Fig. 1: routed metal, one color a layer
Only two layers are drawn.
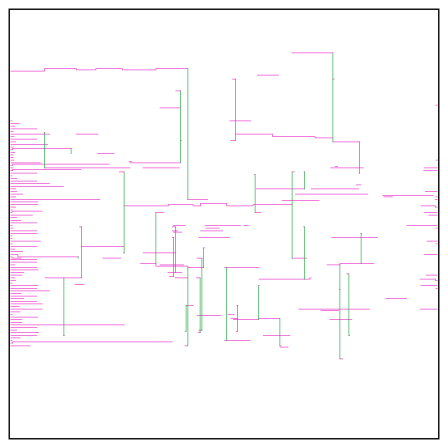
Fig. 2: nets reached from selected ports
Bar = 50 microns.
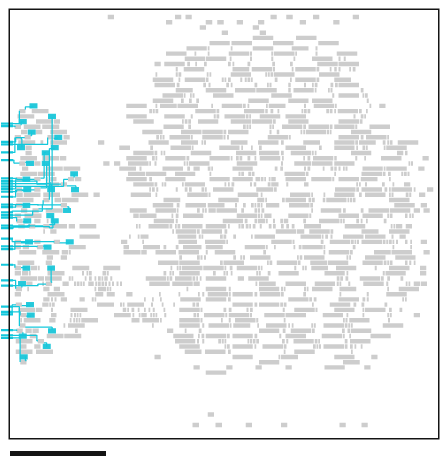
Fig. 3: where the registers sit
Bar = 50 microns. Other sequential cells in the stronger gray, the rest of the logic in the fainter gray.
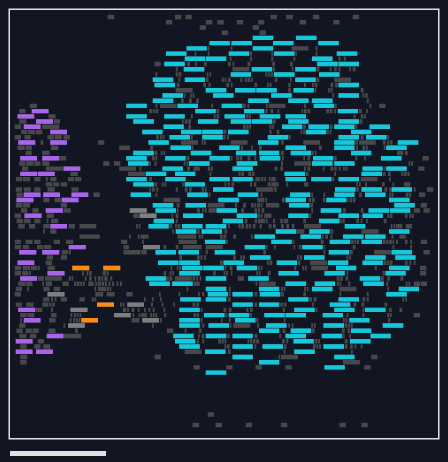
### config.mk
export PLATFORM = sky130hd
export DESIGN_NAME = wb_msg_buffer_flat
export DESIGN_NICKNAME = d
export VERILOG_FILES = /design/src/rtl/wb_msg_pkg.sv /design/src/rtl/wb_msg_buffer_if.sv /design/src/rtl/sync_fifo.sv /design/src/rtl/wb_msg_buffer.sv /design/src/flat_wrapper.sv
export SDC_FILE = /design/constraint.sdc
export NUM_CORES = 1
export LEC_CHECK = 0
export ABC_AREA = 1
export CORE_MARGIN = 2
export CORE_UTILIZATION = 25
export DETAILED_ROUTE_END_ITERATION = 7
export GPL_TIMING_DRIVEN = 0
export HOLD_SLACK_MARGIN = 0.08
export PLACE_DENSITY = 0.49
export RECOVER_POWER = 100
export SLEW_MARGIN = 20
export SYNTH_ARGS = -nofsm -noshare
export SYNTH_HDL_FRONTEND = slang
export SYNTH_SLANG_ARGS = --single-unit
### constraint.sdc
create_clock -name wb_clk_i -period 5.25 [get_ports wb_clk_i]
set_input_delay 1.05 -clock wb_clk_i [delete_from_list [all_inputs] [get_ports wb_clk_i]]
set_output_delay 1.05 -clock wb_clk_i [all_outputs]
set_load 0.05 [all_outputs]
### src/rtl/wb_msg_pkg.sv
// Shared types and constants for the Wishbone message buffer.
package wb_msg_pkg;

  localparam int WB_DW         = 32;
  localparam int DEFAULT_DEPTH = 8;

  // Write-side handshake with the Wishbone control block.
  typedef enum logic [1:0] {
    IDLE   = 2'd0,
    W_PUSH = 2'd1,
    W_DONE = 2'd2
  } wr_state_e;

endpackage : wb_msg_pkg

### src/rtl/wb_msg_buffer_if.sv
// Signals between the Wishbone slave control block and the message buffer.
// The master modport is the control-block/bus side; the slave modport is
// the buffer.
interface wb_msg_buffer_if;
  import wb_msg_pkg::*;

  logic             wbs_req_i;        // stb & cyc from the bus
  logic             wbs_we_i;         // bus write enable
  logic             wbs_ack_i;        // tap of the control block's ack
  logic             input_ready;      // write request active
  logic [WB_DW-1:0] wishbone_data;    // latched write word
  logic             output_ready;     // permits the control block to ack
  logic [WB_DW-1:0] wishbone_output;  // response word for reads

  modport master (
    output wbs_req_i, wbs_we_i, wbs_ack_i, input_ready, wishbone_data,
    input  output_ready, wishbone_output
  );

  modport slave (
    input  wbs_req_i, wbs_we_i, wbs_ack_i, input_ready, wishbone_data,
    output output_ready, wishbone_output
  );

endinterface : wb_msg_buffer_if

### src/rtl/sync_fifo.sv
// Single-clock FIFO: storage, wrapping pointers and occupancy count.
// Full/empty come from the registered count, so a same-cycle pop never
// frees space for a push.
module sync_fifo #(
  parameter int DEPTH = 8,
  parameter int WIDTH = 32
) (
  input  logic                     wb_clk_i,
  input  logic                     wb_rst_i,
  input  logic                     push,
  input  logic [WIDTH-1:0]         push_data,
  input  logic                     pop,
  output logic [WIDTH-1:0]         head_data,
  output logic                     full,
  output logic                     empty,
  output logic [$clog2(DEPTH):0]   count
);

  localparam int AW = $clog2(DEPTH);

  logic [WIDTH-1:0] mem [DEPTH];
  logic [AW-1:0]    wr_ptr_q;
  logic [AW-1:0]    rd_ptr_q;
  logic [AW:0]      count_q;
  logic             do_push;
  logic             do_pop;

  assign full      = (count_q == (AW+1)'(DEPTH));
  assign empty     = (count_q == '0);
  assign do_push   = push & ~full;
  assign do_pop    = pop & ~empty;
  assign head_data = mem[rd_ptr_q];
  assign count     = count_q;

  // Storage write.
  // NOTE: the data array has no reset; only pointers and count need a known
  // value, and leaving it out keeps the array mappable onto plain RAM.
  always_ff @(posedge wb_clk_i) begin
    if (do_push) mem[wr_ptr_q] <= push_data;
  end

  // Pointer and occupancy update; pointers wrap naturally since DEPTH is 2^AW.
  // NOTE: state registers use non-blocking assignment so every flop samples
  // the pre-edge values regardless of statement order.
  always_ff @(posedge wb_clk_i or negedge wb_rst_i) begin
    if (!wb_rst_i) begin
      wr_ptr_q <= '0;
      rd_ptr_q <= '0;
      count_q  <= '0;
    end else begin
      if (do_push) wr_ptr_q <= wr_ptr_q + AW'(1);
      if (do_pop)  rd_ptr_q <= rd_ptr_q + AW'(1);
      case ({do_push, do_pop})
        2'b10:   count_q <= count_q + (AW+1)'(1);
        2'b01:   count_q <= count_q - (AW+1)'(1);
        default: count_q <= count_q;
      endcase
    end
  end

endmodule : sync_fifo

### src/rtl/wb_msg_buffer.sv
// Wishbone message buffer: each bus write becomes one command word in a
// FIFO for the enclave core; one core response word is held for bus reads.
// output_ready throttles the control block so the host stalls instead of
// losing data.
module wb_msg_buffer
  import wb_msg_pkg::*;
#(
  parameter int DEPTH = DEFAULT_DEPTH,
  parameter int AW    = $clog2(DEPTH)
) (
  input  logic             wb_clk_i,
  input  logic             wb_rst_i,
  wb_msg_buffer_if.slave   bus,
  output logic             cmd_valid_o,
  output logic [WB_DW-1:0] cmd_data_o,
  input  logic             cmd_ready_i,
  input  logic             rsp_valid_i,
  input  logic [WB_DW-1:0] rsp_data_i,
  output logic             rsp_ready_o,
  output logic [AW:0]      cmd_count_o
);

  wr_state_e        state_q;
  wr_state_e        state_d;
  logic             push;
  logic             pop;
  logic             fifo_full;
  logic             fifo_empty;
  logic             res_valid_q;
  logic [WB_DW-1:0] res_data_q;
  logic             rsp_fire;
  logic             rd_ack;

  sync_fifo #(
    .DEPTH (DEPTH),
    .WIDTH (WB_DW)
  ) u_cmd_fifo (
    .wb_clk_i  (wb_clk_i),
    .wb_rst_i  (wb_rst_i),
    .push      (push),
    .push_data (bus.wishbone_data),
    .pop       (pop),
    .head_data (cmd_data_o),
    .full      (fifo_full),
    .empty     (fifo_empty),
    .count     (cmd_count_o)
  );

  assign cmd_valid_o = ~fifo_empty;
  assign pop         = cmd_valid_o & cmd_ready_i;

  // Write FSM state register.
  always_ff @(posedge wb_clk_i or negedge wb_rst_i) begin
    if (!wb_rst_i) state_q <= IDLE;
    else           state_q <= state_d;
  end

  // Write FSM next state and push strobe; exactly one push per transaction.
  // NOTE: every output of this block is given a default first so no path
  // leaves it unassigned, which would otherwise infer a latch.
  always_comb begin
    state_d = state_q;
    push    = 1'b0;
    case (state_q)
      IDLE: begin
        if (bus.input_ready) state_d = W_PUSH;
      end
      W_PUSH: begin
        if (!bus.input_ready) begin
          state_d = IDLE;
        end else if (!fifo_full) begin
          push    = 1'b1;
          state_d = W_DONE;
        end
      end
      W_DONE: begin
        if (!bus.input_ready) state_d = IDLE;
      end
      default: state_d = IDLE;
    endcase
  end

  // Writes ack once the push is done; reads ack only while the request is
  // still up and a response is pending, which also masks the stale cycle
  // after the request drops.
  assign bus.output_ready = bus.input_ready ? (state_q == W_DONE)
                                            : (bus.wbs_req_i & ~bus.wbs_we_i & res_valid_q);

  assign rsp_ready_o         = ~res_valid_q;
  assign rsp_fire            = rsp_valid_i & rsp_ready_o;
  assign rd_ack              = bus.wbs_ack_i & bus.wbs_req_i & ~bus.wbs_we_i;
  assign bus.wishbone_output = res_data_q;

  // One-entry response register; data only changes while empty, so it is
  // stable through the read ack cycle.
  always_ff @(posedge wb_clk_i or negedge wb_rst_i) begin
    if (!wb_rst_i) begin
      res_valid_q <= 1'b0;
      res_data_q  <= '0;
    end else if (rsp_fire) begin
      res_valid_q <= 1'b1;
      res_data_q  <= rsp_data_i;
    end else if (rd_ack) begin
      res_valid_q <= 1'b0;
    end
  end

endmodule : wb_msg_buffer

### src/flat_wrapper.sv
// flat-port wrapper written by rule: the top's interface ports become plain ports
module wb_msg_buffer_flat import wb_msg_pkg::*;
#(
  parameter int DEPTH = DEFAULT_DEPTH,
  parameter int AW    = $clog2(DEPTH)
)
  (wb_clk_i, wb_rst_i, cmd_valid_o, cmd_data_o, cmd_ready_i, rsp_valid_i, rsp_data_i, rsp_ready_o, cmd_count_o, bus_wbs_req_i, bus_wbs_we_i, bus_wbs_ack_i, bus_input_ready, bus_wishbone_data, bus_output_ready, bus_wishbone_output);
  wb_msg_buffer_if bus_i ();
  input  logic wb_clk_i;
  input  logic wb_rst_i;
  output logic cmd_valid_o;
  output logic [WB_DW-1:0] cmd_data_o;
  input  logic cmd_ready_i;
  input  logic rsp_valid_i;
  input  logic [WB_DW-1:0] rsp_data_i;
  output logic rsp_ready_o;
  output logic [AW:0] cmd_count_o;
  input wire logic [$bits(bus_i.wbs_req_i)-1:0] bus_wbs_req_i;
  input wire logic [$bits(bus_i.wbs_we_i)-1:0] bus_wbs_we_i;
  input wire logic [$bits(bus_i.wbs_ack_i)-1:0] bus_wbs_ack_i;
  input wire logic [$bits(bus_i.input_ready)-1:0] bus_input_ready;
  input wire logic [$bits(bus_i.wishbone_data)-1:0] bus_wishbone_data;
  output wire logic [$bits(bus_i.output_ready)-1:0] bus_output_ready;
  output wire logic [$bits(bus_i.wishbone_output)-1:0] bus_wishbone_output;
  assign bus_i.wbs_req_i = bus_wbs_req_i;
  assign bus_i.wbs_we_i = bus_wbs_we_i;
  assign bus_i.wbs_ack_i = bus_wbs_ack_i;
  assign bus_i.input_ready = bus_input_ready;
  assign bus_i.wishbone_data = bus_wishbone_data;
  assign bus_output_ready = bus_i.output_ready;
  assign bus_wishbone_output = bus_i.wishbone_output;
  wb_msg_buffer #(.DEPTH(DEPTH), .AW(AW)) u_core (.wb_clk_i(wb_clk_i), .wb_rst_i(wb_rst_i), .bus(bus_i), .cmd_valid_o(cmd_valid_o), .cmd_data_o(cmd_data_o), .cmd_ready_i(cmd_ready_i), .rsp_valid_i(rsp_valid_i), .rsp_data_i(rsp_data_i), .rsp_ready_o(rsp_ready_o), .cmd_count_o(cmd_count_o));
endmodule
==> flow_metrics.tcl <==
# place-and-route summary
set metrics [dict create \
    route.layer.met1.wl_mm 14.10 \
    timing.critical_path.depth 7 \
    maxUsedRoutingLayer "met5" \
    hold_path_class "reg2reg" \
    layout_top_cell_excl_fill_tap "edfxtp_1" \
    synthDistinctLibCells 26 \
    yosys-dominant-comb-family "simple AND/OR/NAND/NOR gates" \
    relative_max_transition_margin_pct -42.49 \
    power.density_nw_per_um2 624.1 \
    largestClassByArea "sequential cells" \
    multiInputGateArea_sq_um 2769 \
    sw_frac_of_total_pct 43.14 \
    clk_root_buffer_cell "clkbuf_16" \
    synth-warning-count 0 \
    max_stage_delay_ns 1.17 \
    yosys-stat-area_sq_um 11950 \
    violations "max-capacitance violations, max-slew violations" \
    enable_flop_cells 256 \
    global_route.usage.met2_pct 21.07 \
    registers.top_by_ff_count "u_core.u_cmd_fifo.mem" \
    met3WireLength_mm 2.174 \
    numCtsBuffers 35 \
    chipArea_sq_um 49550 \
    path_clk_slew_ns 0.06 \
    clockBufferCount 45 \
    drt_first_pass_iters 5 \
    grt_util_met3_pct 3.557 \
    synth_top_area_share_pct 64.36 \
    first_global_vias 7935 \
    nonClockBufferCount 203 \
    fmaxAchievable_mhz 226.5 \
    die_h_microns 222.6 \
    total_power_mw 9.531 \
    sequentialPowerShare_pct 31.5 \
    synthArstFlopShare_pct 14.95 \
    grt_use_met1_pct 17.10 \
    fin_ws_ns 0.8351 \
    floorplan.tapcells 615 \
    initial_core_util_pct 25.18 \
    mostFrequentLayoutCells "edfxtp_1, nor2_1, o21ai_0, nand2_1, dlygate4sd3_1" \
    finClkSkew_ns 0.02374 \
    finalHoldViolCount 0 \
    end_kind "flop" \
    grt_first_pass_wirelength_mm 49.09 \
    syn-mean-instance-area_sq_um 12.55 \
    rrSetupSlack_ns 1.49 \
    die_w_microns 222.6 \
    period_used_pct 84.09 \
    combAreaFraction_pct 18.13 \
    path_delay_family "simple AND/OR/NAND/NOR gates" \
    grt-busiest-layer "met2" \
    common_cells "edfxtp_1, nor2_1, o21ai_0, nand2_1, o21ai_1" \
    max-vdd-ir-drop_v 0.0003214 \
    num_rows 80 \
    cells_resized_by_post_cts_repair 0 \
    place_area_sq_um 14420 \
    run_status "finished, violations left" \
    non_clock_inverter_count 14 \
    grt_remaining_overflow 0 \
    layout.nets 1217 \
    rsz_0062_raised_after_global_routing "no" \
    clock.latency.late_pin_ns 0.52 \
    globalplace.congestion 0.7238 \
    hpwl_mm 21.00 \
    post-place-ws_ns 1.426 \
    drt-vias-per-instance 4.366 \
    post_synth_instance_area_sq_um 11950 \
    hold_depth 1 \
    xor_area_share_pct 0.3666 \
    top_cell "edfxtp_1" \
    synth_cells 952 \
    path_cells "dlygate4sd3_1, nand2_1, nor2_1, nand2_1, or2_0, nor2_1, clkbuf_1" \
    postLayoutCellArea_sq_um 15270 \
    final-max-slew-violation-count 102 \
    antenna_found_initial 7 \
    cts.sinks 301 \
    r2r-start "u_core.u_cmd_fifo.count[0]" \
    hold_path_startpoint "u_core.state_q[0]" \
    power_frac_clock_pct 23.5 \
    openroad.warnings 27 \
    drive_above_1_share_pct 10.06 \
    hold_ws_ns 0.4793 \
    internal_power_mw 5.419 \
    route.met2.wl_mm 14.94 \
    antenna-diode-count 1 \
    capture_point_of_the_worst_path "u_core.u_cmd_fifo.mem[4][12]" \
    timing.reg2reg.worst_path_depth 6 \
    cts-htree-levels 2 \
    dominantRegCellSynth "edfxtp_1" \
    setup_viol_count_final 0 \
    worst-slew-pin-transition_ns 2.129 \
    non_clock_buffer_area_share_pct 11.96 \
    critPathLaunchType "input port" \
    arrival_ns 4.54 \
    tritoncts "yes" \
    share_comb_of_total_power_pct 45.0 \
    maximum_number_of_pins_on_one_net_before_global_route_repair 27 \
    clockNetworkAreaShare_pct 6.792 \
    placed_cells 1718 \
    ys_sh_adder_pct 0.5237 \
    fin_setup_tns_ns 0 \
    critPathRequiredTime_ns 5.38 \
    power_combinational_mw 4.29 \
    worst_hold_path.endpoint "u_core.state_q[0]" \
    yosys-stat-cells 952 \
    netSwitchingPower_mw 4.112 \
    detail-route-antenna-nets 0 \
    maximum_capacitance_violations 7 \
]
-- Fig. 1 (at the start) --
[metal 4] green | wire length: 802 microns
[metal 3] magenta | wire length: 2170 microns
Wirelength per Cell: 18.02 microns
Vias: 7768
aggregate global-route resource usage: 13.03%
total detailed-routing wirelength: 32.05 mm

-- Fig. 2 (at the start) --
[rsp_data_i] cyan | direction: input | edge: left | end cells: 32 | buffers: 32 | wire: 653 microns
number of port buffers: 142
top-level I/O count: 143

-- Fig. 3 (at the start) --
[u_core.bus.wishbone_output] purple | sequential cells: 32
[u_core.u_cmd_fifo.count] orange | sequential cells: 4
[u_core.u_cmd_fifo.mem] cyan | sequential cells: 256
not colored: 9
final standard cell utilization of the core: 32.19%
Seq power: 3.00 mW
footprint of the flip-flops and latches: 8813 sq um
fraction of area in registers: 57.71%

Power is estimated from default activity; no workload was simulated.
